### src/rtl/mem_arb_pkg.sv
// mem_arb_pkg: shared state type, perf counter width and rv32i bus widths for mem_port_arbiter
`ifndef ADDR_WIDTH
`define ADDR_WIDTH 32
`endif
`ifndef INSTR_WIDTH
`define INSTR_WIDTH 32
`endif
`ifndef WORD_WIDTH
`define WORD_WIDTH 32
`endif
package mem_arb_pkg;
  typedef enum logic [1:0] {ARB_IDLE, ARB_D_ACC, ARB_I_ACC, ARB_ERR} arb_state_t;
  localparam int MEM_ARB_PERF_WIDTH = 32;
endpackage

### src/rtl/mem_arb_wdog.sv
// mem_arb_wdog: counts un-acknowledged access cycles and flags expiry
//   clk, rst  : clock, synchronous active-high reset
//   clr       : restart the count (new access starting)
//   inc       : one access cycle elapsed without an ack
//   expire    : this is the TIMEOUT_CYCLES-th cycle without an ack (never when TIMEOUT_CYCLES==0)
module mem_arb_wdog import mem_arb_pkg::*; #(
  parameter int TIMEOUT_CYCLES = 255,
  parameter int CNT_WIDTH      = 8
) (
  input  logic clk,
  input  logic rst,
  input  logic clr,
  input  logic inc,
  output logic expire
);
  localparam logic [CNT_WIDTH-1:0] LAST = CNT_WIDTH'(TIMEOUT_CYCLES - 1);
  logic [CNT_WIDTH-1:0] cnt_q, cnt_d;
  assign cnt_d  = clr ? '0 : inc ? cnt_q + CNT_WIDTH'(1) : cnt_q;
  // Firing on the last allowed cycle keeps mem_req high for exactly TIMEOUT_CYCLES cycles.
  assign expire = (TIMEOUT_CYCLES != 0) && inc && (cnt_q == LAST);
  always_ff @(posedge clk)
    if (rst) cnt_q <= '0;
    else     cnt_q <= cnt_d;
endmodule

### src/rtl/mem_port_arbiter.sv
// mem_port_arbiter: shares one single-ported memory between fetch (I) and load/store (D) ports
//   I side  : if_req/if_addr in, if_rdata/if_valid out
//   D side  : dm_read/dm_write/dm_mode/dm_addr/dm_wdata in, dm_rdata/dm_valid out
//   memory  : mem_req/mem_we/mem_mode/mem_addr/mem_wdata out (registered), mem_rdata/mem_ack in
//   status  : stall_n (0 holds PC and IF/ID), err (sticky watchdog trap)
//   MEM_ARB_PERF_EN adds perf_i_cnt, perf_d_cnt, perf_stall_cnt event counters.
module mem_port_arbiter import mem_arb_pkg::*; #(
  parameter int TIMEOUT_CYCLES = 255,
  parameter int CNT_WIDTH      = 8
) (
  input  logic                    clk,
  input  logic                    rst,
  input  logic                    if_req,
  input  logic [`ADDR_WIDTH-1:0]  if_addr,
  output logic [`INSTR_WIDTH-1:0] if_rdata,
  output logic                    if_valid,
  input  logic                    dm_read,
  input  logic                    dm_write,
  input  logic                    dm_mode,
  input  logic [`ADDR_WIDTH-1:0]  dm_addr,
  input  logic [`WORD_WIDTH-1:0]  dm_wdata,
  output logic [`WORD_WIDTH-1:0]  dm_rdata,
  output logic                    dm_valid,
  output logic                    stall_n,
  output logic                    mem_req,
  output logic                    mem_we,
  output logic                    mem_mode,
  output logic [`ADDR_WIDTH-1:0]  mem_addr,
  output logic [`WORD_WIDTH-1:0]  mem_wdata,
  input  logic [`WORD_WIDTH-1:0]  mem_rdata,
  input  logic                    mem_ack,
  output logic                    err
`ifdef MEM_ARB_PERF_EN
  ,
  output logic [MEM_ARB_PERF_WIDTH-1:0] perf_i_cnt,
  output logic [MEM_ARB_PERF_WIDTH-1:0] perf_d_cnt,
  output logic [MEM_ARB_PERF_WIDTH-1:0] perf_stall_cnt
`endif
);
  arb_state_t state_q, state_d;
  logic req_q, req_d, we_q, we_d, mode_q, mode_d, err_q, err_d;
  logic [`ADDR_WIDTH-1:0] addr_q, addr_d;
  logic [`WORD_WIDTH-1:0] wdata_q, wdata_d;
  logic d_pend, acc, arb, expire;
  assign d_pend = dm_read | dm_write;
  assign acc    = (state_q == ARB_D_ACC) || (state_q == ARB_I_ACC);
  // A new grant is decided when idle or in the ack cycle, so accesses run back to back.
  assign arb    = (state_q == ARB_IDLE) || (acc && mem_ack);
  mem_arb_wdog #(.TIMEOUT_CYCLES(TIMEOUT_CYCLES), .CNT_WIDTH(CNT_WIDTH)) u_wdog (
    .clk   (clk),
    .rst   (rst),
    .clr   (arb),
    .inc   (acc && !mem_ack),
    .expire(expire)
  );
  always_comb begin
    state_d = state_q;
    req_d   = req_q;
    we_d    = we_q;
    mode_d  = mode_q;
    addr_d  = addr_q;
    wdata_d = wdata_q;
    err_d   = err_q;
    if (arb) begin
      state_d = d_pend ? ARB_D_ACC : (if_req ? ARB_I_ACC : ARB_IDLE);
      req_d   = d_pend | if_req;
      we_d    = d_pend & dm_write;
      mode_d  = d_pend & dm_mode;
      addr_d  = d_pend ? dm_addr : (if_req ? if_addr : addr_q);
      wdata_d = d_pend ? dm_wdata : wdata_q;
    end else if (expire) begin
      state_d = ARB_ERR;
      req_d   = 1'b0;
      err_d   = 1'b1;
    end
  end
  always_ff @(posedge clk)
    if (rst) begin
      state_q <= ARB_IDLE;
      req_q   <= 1'b0;
      we_q    <= 1'b0;
      mode_q  <= 1'b0;
      addr_q  <= '0;
      wdata_q <= '0;
      err_q   <= 1'b0;
    end else begin
      state_q <= state_d;
      req_q   <= req_d;
      we_q    <= we_d;
      mode_q  <= mode_d;
      addr_q  <= addr_d;
      wdata_q <= wdata_d;
      err_q   <= err_d;
    end
  // A fetch whose if_req dropped mid-access still completes but is not reported.
  assign if_valid  = (state_q == ARB_I_ACC) && mem_ack && if_req;
  assign dm_valid  = (state_q == ARB_D_ACC) && mem_ack;
  assign if_rdata  = mem_rdata[`INSTR_WIDTH-1:0];
  assign dm_rdata  = mem_rdata;
  assign stall_n   = ~((if_req & ~if_valid) | (d_pend & ~dm_valid) | err_q);
  assign mem_req   = req_q;
  assign mem_we    = we_q;
  assign mem_mode  = mode_q;
  assign mem_addr  = addr_q;
  assign mem_wdata = wdata_q;
  assign err       = err_q;
`ifdef MEM_ARB_PERF_EN
  always_ff @(posedge clk)
    if (rst) begin
      perf_i_cnt     <= '0;
      perf_d_cnt     <= '0;
      perf_stall_cnt <= '0;
    end else begin
      perf_i_cnt     <= perf_i_cnt + MEM_ARB_PERF_WIDTH'(if_valid);
      perf_d_cnt     <= perf_d_cnt + MEM_ARB_PERF_WIDTH'(dm_valid);
      perf_stall_cnt <= perf_stall_cnt + MEM_ARB_PERF_WIDTH'(!stall_n);
    end
`endif
endmodule

### config.mk
export PLATFORM = sky130hd
export DESIGN_NAME = mem_port_arbiter
export DESIGN_NICKNAME = d
export VERILOG_FILES = /design/src/rtl/mem_arb_pkg.sv /design/src/rtl/mem_arb_wdog.sv /design/src/rtl/mem_port_arbiter.sv
export SDC_FILE = /design/constraint.sdc
export NUM_CORES = 1
export LEC_CHECK = 0
export CAP_MARGIN = 20
export CORE_MARGIN = 3
export CORE_UTILIZATION = 33
export DETAILED_ROUTE_END_ITERATION = 10
export GPL_TIMING_DRIVEN = 0
export PLACE_DENSITY = 0.9
export SLEW_MARGIN = 20
export SYNTH_ARGS = -nofsm -noshare
export SYNTH_HDL_FRONTEND = slang
export SYNTH_SLANG_ARGS = --single-unit
### constraint.sdc
create_clock -name clk -period 1.9 [get_ports clk]
set_clock_uncertainty 0.2 [all_clocks]
set_input_delay 0.57 -clock clk [delete_from_list [all_inputs] [get_ports clk]]
set_output_delay 0.57 -clock clk [all_outputs]
set_load 0.005 [all_outputs]
Fig. 1: routed metal, one color a layer
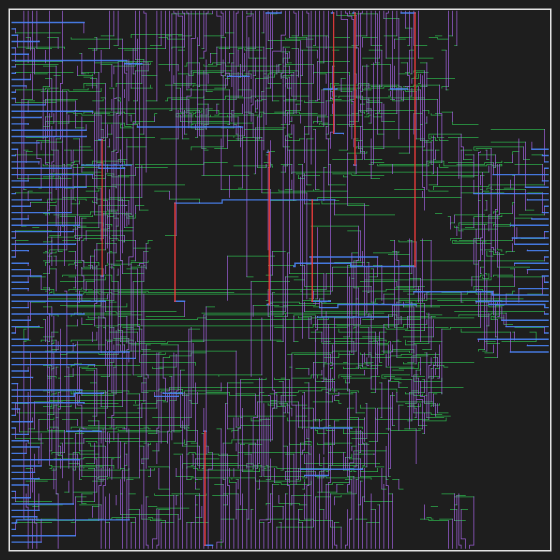
Red is met4, wire length 242 um. Blue is met3, wire length 1,060 um. Green is met1, wire length 5,460 um. Purple is met2, wire length 7,870 um.
via count: 4,312
WL/cell: 16.6 um

Fig. 2: wiring heat map
23 x 23 tiles, from black (low) to pale yellow (high), scaled to the fullest tile. Values are wire area over tile area, all layers added.
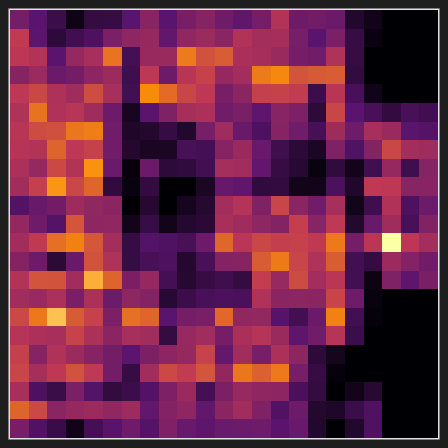
17% of the tiles are over half the peak. The emptiest ninth of the die: bottom right. 10% of the tiles are nearly empty. The fullest tile reaches 0.56.
Global Route Usage Sum: 19.6%
routed wire length: 14.6 mm

==> cell usage in the layout (no fill, tap or decap), types with 5 or more instances in the layout <==
master and count:
a21oi_1 65, buf_6 10, dfxtp_1 75, nand2_1 70, buf_4 78, clkbuf_16 13, dlymetal6s2s_1 9, dlygate4sd2_1 123
o21ai_0 36, a311oi_2 29, clkbuf_2 15, clkdlybuf4s50_1 98, nand3_1 34, a21oi_2 6, or3_1 5
==> power breakdown <==
group | internal, mW | switching [mW]
Sequential | 2.07 | 0.218
Clock | 1.21 | 0.653
Combinational | 2.07 | 1.72
Total | 5.35 | 2.59
==> tightest hold or removal path: stages, from the launching register on <==
cell,delay (ns)
dfxtp_1,0.32
nand2_1,0.04
o21ai_0,0.06
==> impl_metrics.ini <==
; flow metrics
[timing]
layout_min_cycle_time_ns = 2.21
max_slew.worst_pin.slew_ns = 0.466
rsz0062_at_grt = true
fmax_mhz = 452
setup_ws_ns = -0.310
tns_ns = -0.379
fin_crit_sh_pct = 116
holdWs_ns = 0.250
setup_viol = 3
final_max_slew_viol_count = 0

[cts]
clock-sinks = 78
root_buffer = clkbuf_16
clk_pin_slew_ns = 0.06
clk_latency_ns = 0.32
cts_tree = yes
cts_setup_buffers = 7
cts_resized = 183
numCtsBuffers = 9
clockBufferDepth = 2

[critical_path]
critical_path_buf_inv_count = 3
crit_path_start = dm_read
cp.arrival_ns = 1.44
timing.rr.start = state_q[1]
critPathMaxFanout = 2
path_cells = buf_6 -> or2_4 -> clkbuf_16 -> a221oi_4 -> buf_2
cp.depth = 5
cpLargestDelayFamily = buffers and inverters
cp.required_ns = 1.13
reg2regPathDepth = 7
timing.rr.end = mem_req

[routing]
first_pass_iters = 5
first_iter_violations = 193
drt-met1-wl_mm = 5.46
vias_per_cell = 4.89
drc_errors = 0

[yosys]
netlist_area_sq_um = 3990
syn-num-nets = 612
top_area_cell = dfxtp_1
yosysChipArea_sq_um = 3990
compound_area_share_pct = 27.2
yosys.area_share.simple_pct = 14.1
yosysWarnings = 0
synth-seq-cells = 78
yosysTopAreaCellShare_pct = 39.2
synth_cell_types = 33
syn_inst = 472
ys_top_logic_family = AND-OR/OR-AND gates
ys_sh_mux_pct = 0
top_cells_by_count = dfxtp_1 (78), nand2_1 (73), a21oi_1 (71), buf_4 (64), o21ai_0 (37)
async_flop_share_pct = 0
edf_count = 0
area_leaders = dfxtp_1 (39%), buf_4 (12%), a311oi_2 (11%)

[placed_design]
post-dp-hpwl_mm = 10.8
dpl.cell_count = 851
gp_congestion = 0.813
io_buffers = 236

[job]
max_cap_violations = 0

[outcome]
status = finished with violations
failed_checks = negative setup slack

[finish]
drive_gt1_share_pct = 25.8
seq_cell_count = 78
num-nonclk-buffers = 355
sh_seq_area_pct = 21.8
comb_area_share_pct = 25.8
clkbuf_count = 11
final_area_sq_um = 7190
utilization_pct = 61.9
antenna_cells = 0
comb_area_sq_um = 1860
fin_cells = 882
inverters = 7
clkCellAreaFrac_pct = 4.49

[floorplan]
initCoreUtil_pct = 34.3
n_tap_cell = 143
ioPinCount = 270
rows = 39
dieArea_sq_um = 13400

[grt]
grt_overflow_total = 0
met3_usage_pct = 5.54
grt_max_degree = 13
grt_util_met1_pct = 22.5
grt-busiest-layer = met2

[worst_hold_path]
min_from = mem_mode

[pwr]
leakage_nw = 3.28
p_per_area_nw_per_um2 = 1110
Power and IR drop assume default switching activity.
